### Nets reached from selected ports, run 1

Scale: 4 px per µm.
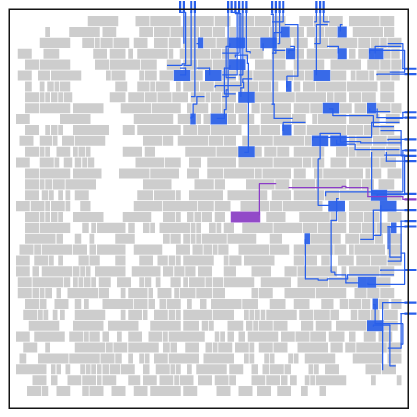
### The clock network, run 1

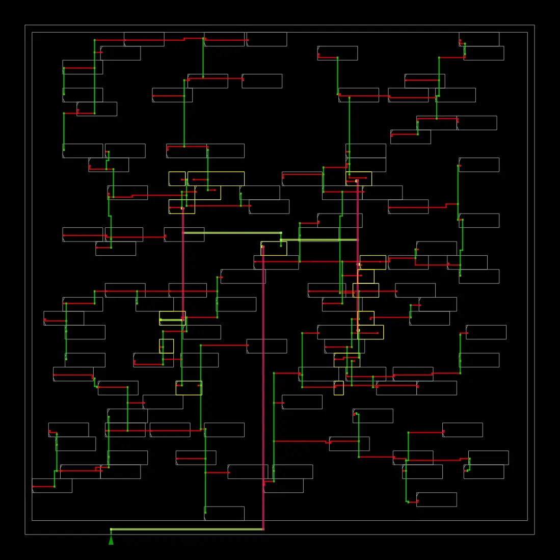
### Cells coloured by class, run 1

Scale: 3 px per µm.
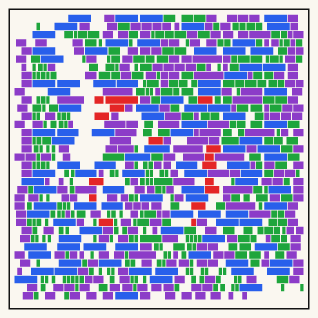
==> config.mk <==
export PLATFORM = sky130hd
export DESIGN_NAME = mem_access_ctrl
export DESIGN_NICKNAME = d
export VERILOG_FILES = /design/src/rtl/mem_access_ctrl.sv
export SDC_FILE = /design/constraint.sdc
export NUM_CORES = 1
export LEC_CHECK = 0
export ABC_AREA = 1
export CORE_UTILIZATION = 38
export DETAILED_ROUTE_END_ITERATION = 10
export PLACE_DENSITY = 0.85
export SYNTH_ARGS = -nofsm -noshare
export SYNTH_HDL_FRONTEND = slang
export SYNTH_SLANG_ARGS = --single-unit
==> constraint.sdc <==
create_clock -name clk -period 1.4 [get_ports clk]
set_clock_uncertainty 0.1 [all_clocks]
set_input_delay 0.35 -clock clk [delete_from_list [all_inputs] [get_ports clk]]
set_output_delay 0.35 -clock clk [all_outputs]
set_load 0.005 [all_outputs]
==> impl_metrics.csv, run 1 <==
group,metric,value,unit
clock_network,cts_tree,"built",
final_timing,final-hold-violation-count,0,
detailed_routing,routed_via_density,5.00,
status,outcome,"finished, violations left",
worst_setup_path,worstSetupPathType,"flop to output port",
yosys,xor_area_share,0,%
power_and_ir_drop,combPwrFrac,21.3,%
clock_network,cts_buffer_depth,2,
worst_setup_path,critPathArrivalTime,1.18,ns
final_timing,fin_ws,-0.232,ns
finish,buf_share,38.1,%
yosys,ys_seq_share,56.2,%
final_timing,holdWs,0.363,ns
global_route,grt_use_total,26.4,%
status,violations,"negative setup slack",
yosys,yosys_register_bits,101,
detailed_routing,drt_iter0_drc,90,
global_route,grt_pass1_wl,20100,µm
worst_hold_path,hold_path.class,"flop to flop",
global_route,grt_pass1_vias,4074,
detailed_routing,firstDrtPassIters,4,
yosys,syn_area,3600,µm²
yosys,mux_share,0,%
finish,fill_cells,553,
clock_network,cts.htree.levels,3,
worst_setup_path,cp_max_fo,2,
yosys,most_common_cell,"nand2_1",
finish,layout_top_cell,"clkdlybuf4s50_1",
final_timing,slew_violations,0,
clock_network,cts_setup_buffers,24,
final_timing,setup_viol,53,
finish,nonClockBufferCount,269,
yosys,yosysWarnings,0,
final_timing,slew_headroom,60.2,%
detailed_routing,routed.top_layer,"met4",
detailed_routing,ant_nets,0,
yosys,yosys.area.top_type,"dfxtp_1",
yosys,fa_ha_area_share,0,%
global_route,antenna_found_initial,1,
detailed_routing,wl,14500,µm
detailed_routing,wl_met1,5440,µm
placement,hpwl,7350,µm
yosys,top_logic_kind,"simple AND/OR/NAND/NOR gates",
worst_setup_path,r2r_cells,9,
die,die_w,99.3,µm
placement,place_area,5690,µm²
## Picture notes: 'Nets reached from selected ports'
MEM_wdata -> blue  # bits 32, direction input, end cells 32, buffers 32, wire 897 µm
misalign_err -> purple  # bits 1, direction output, end cells 1, buffers 1, wire 44.7 µm
Port Buffer Count: 200
I/O pin cnt: 202

## Picture notes: 'The clock network'
CLK BUF: 10
clock buffer count from CTS: 9
clock group total power: 0.00193 W
clk ins delay skew pair: 0.34 ns

## Picture notes: 'Cells coloured by class'
remaining buffers and delay cells -> purple  # cells 269
clock drivers and dummy loads -> red  # cells 16
remaining logic cells -> green  # cells 317
sequential cells -> blue  # cells 101
num rows: 35
core region area: 9200 µm²
sequential cell area share: 29.2%
final core occ: 80.0%
Final Cell Area: 7360 µm²

### Routed clock nets over the placement, run 1

Scale: 4 px per µm.
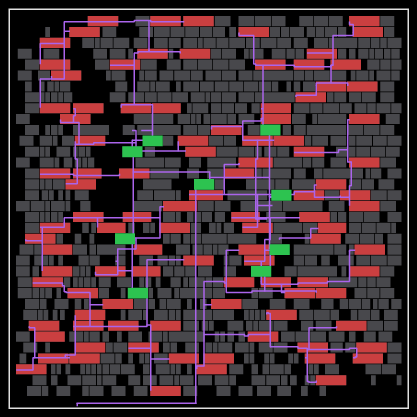

--- run 2 (diff from run 1) ---
--- a/config.mk
+++ b/config.mk
@@ -8,7 +8,8 @@
 export ABC_AREA = 1
 export CORE_UTILIZATION = 38
 export DETAILED_ROUTE_END_ITERATION = 10
-export PLACE_DENSITY = 0.85
+export PLACE_DENSITY = 0.8
+export SETUP_SLACK_MARGIN = 0.4
 export SYNTH_ARGS = -nofsm -noshare
 export SYNTH_HDL_FRONTEND = slang
 export SYNTH_SLANG_ARGS = --single-unit
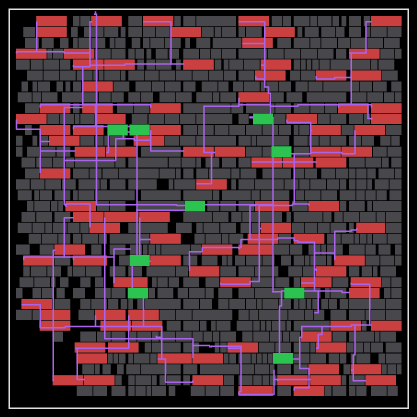
*Routed clock nets over the placement, run 2*
Scale: 4 px per µm.
clock wires -> purple  # length 1270 µm
clock-net drivers -> green  # count 9
flip-flops -> red  # count 101
routed clock nets = 10
flops lie = all over the die
clock group total power: 0.00175 W
clock share of power: 26.5%
clk ins delay skew pair: 0.36 ns

==> impl_metrics.csv, run 2 <==
group,metric,value,unit
placement,io_buffer_count,200,
yosys,ys_seq_share,56.2,%
yosys,mux_share,0,%
yosys,yosys_register_bits,101,
detailed_routing,firstDrtPassIters,5,
yosys,yosysWarnings,0,
yosys,xor_area_share,0,%
placement,place_area,5760,µm²
worst_hold_path,hold_path.class,"flop to flop",
finish,clockBufferCount,11,
global_route,grt_pass1_wl,20700,µm
finish,fin_area,8340,µm²
status,violations,"negative setup slack",
placement,hpwl,7270,µm
final_timing,final-hold-violation-count,0,
finish,layout_top_cell,"clkdlybuf4s50_1",
final_timing,holdWs,0.363,ns
final_timing,setup_viol,87,
detailed_routing,drt_iter0_drc,236,
yosys,top_logic_kind,"simple AND/OR/NAND/NOR gates",
clock_network,cts.htree.levels,3,
die,die_w,99.3,µm
power_and_ir_drop,power_density,792,nW/µm²
worst_setup_path,worstSetupPathType,"flop to flop",
finish,fill_cells,308,
clock_network,cts_buffer_depth,2,
yosys,most_common_cell,"nand2_1",
finish,nonClockBufferCount,314,
worst_setup_path,r2r_cells,9,
finish,fin_util,90.7,%
detailed_routing,wl_met1,7230,µm
worst_setup_path,critPathArrivalTime,1.91,ns
global_route,grt_use_total,27.4,%
die,coreArea,9200,µm²
clock_network,cts_tree,"built",
power_and_ir_drop,total_power,0.00661,W
clock_network,cts_setup_buffers,24,
power_and_ir_drop,combPwrFrac,26.5,%
finish,seq_share,26.0,%
die,ios,202,
global_route,grt_pass1_vias,4125,
worst_setup_path,cp_max_fo,7,
final_timing,slew_violations,0,
power_and_ir_drop,p_leak,3.69,nW
global_route,antenna_found_initial,0,
yosys,yosys.area.top_type,"dfxtp_1",
final_timing,fin_ws,-0.340,ns
detailed_routing,ant_nets,0,
status,outcome,"finished, violations left",
yosys,fa_ha_area_share,0,%
No activity file was given, so power comes from the tool's default toggle rates.
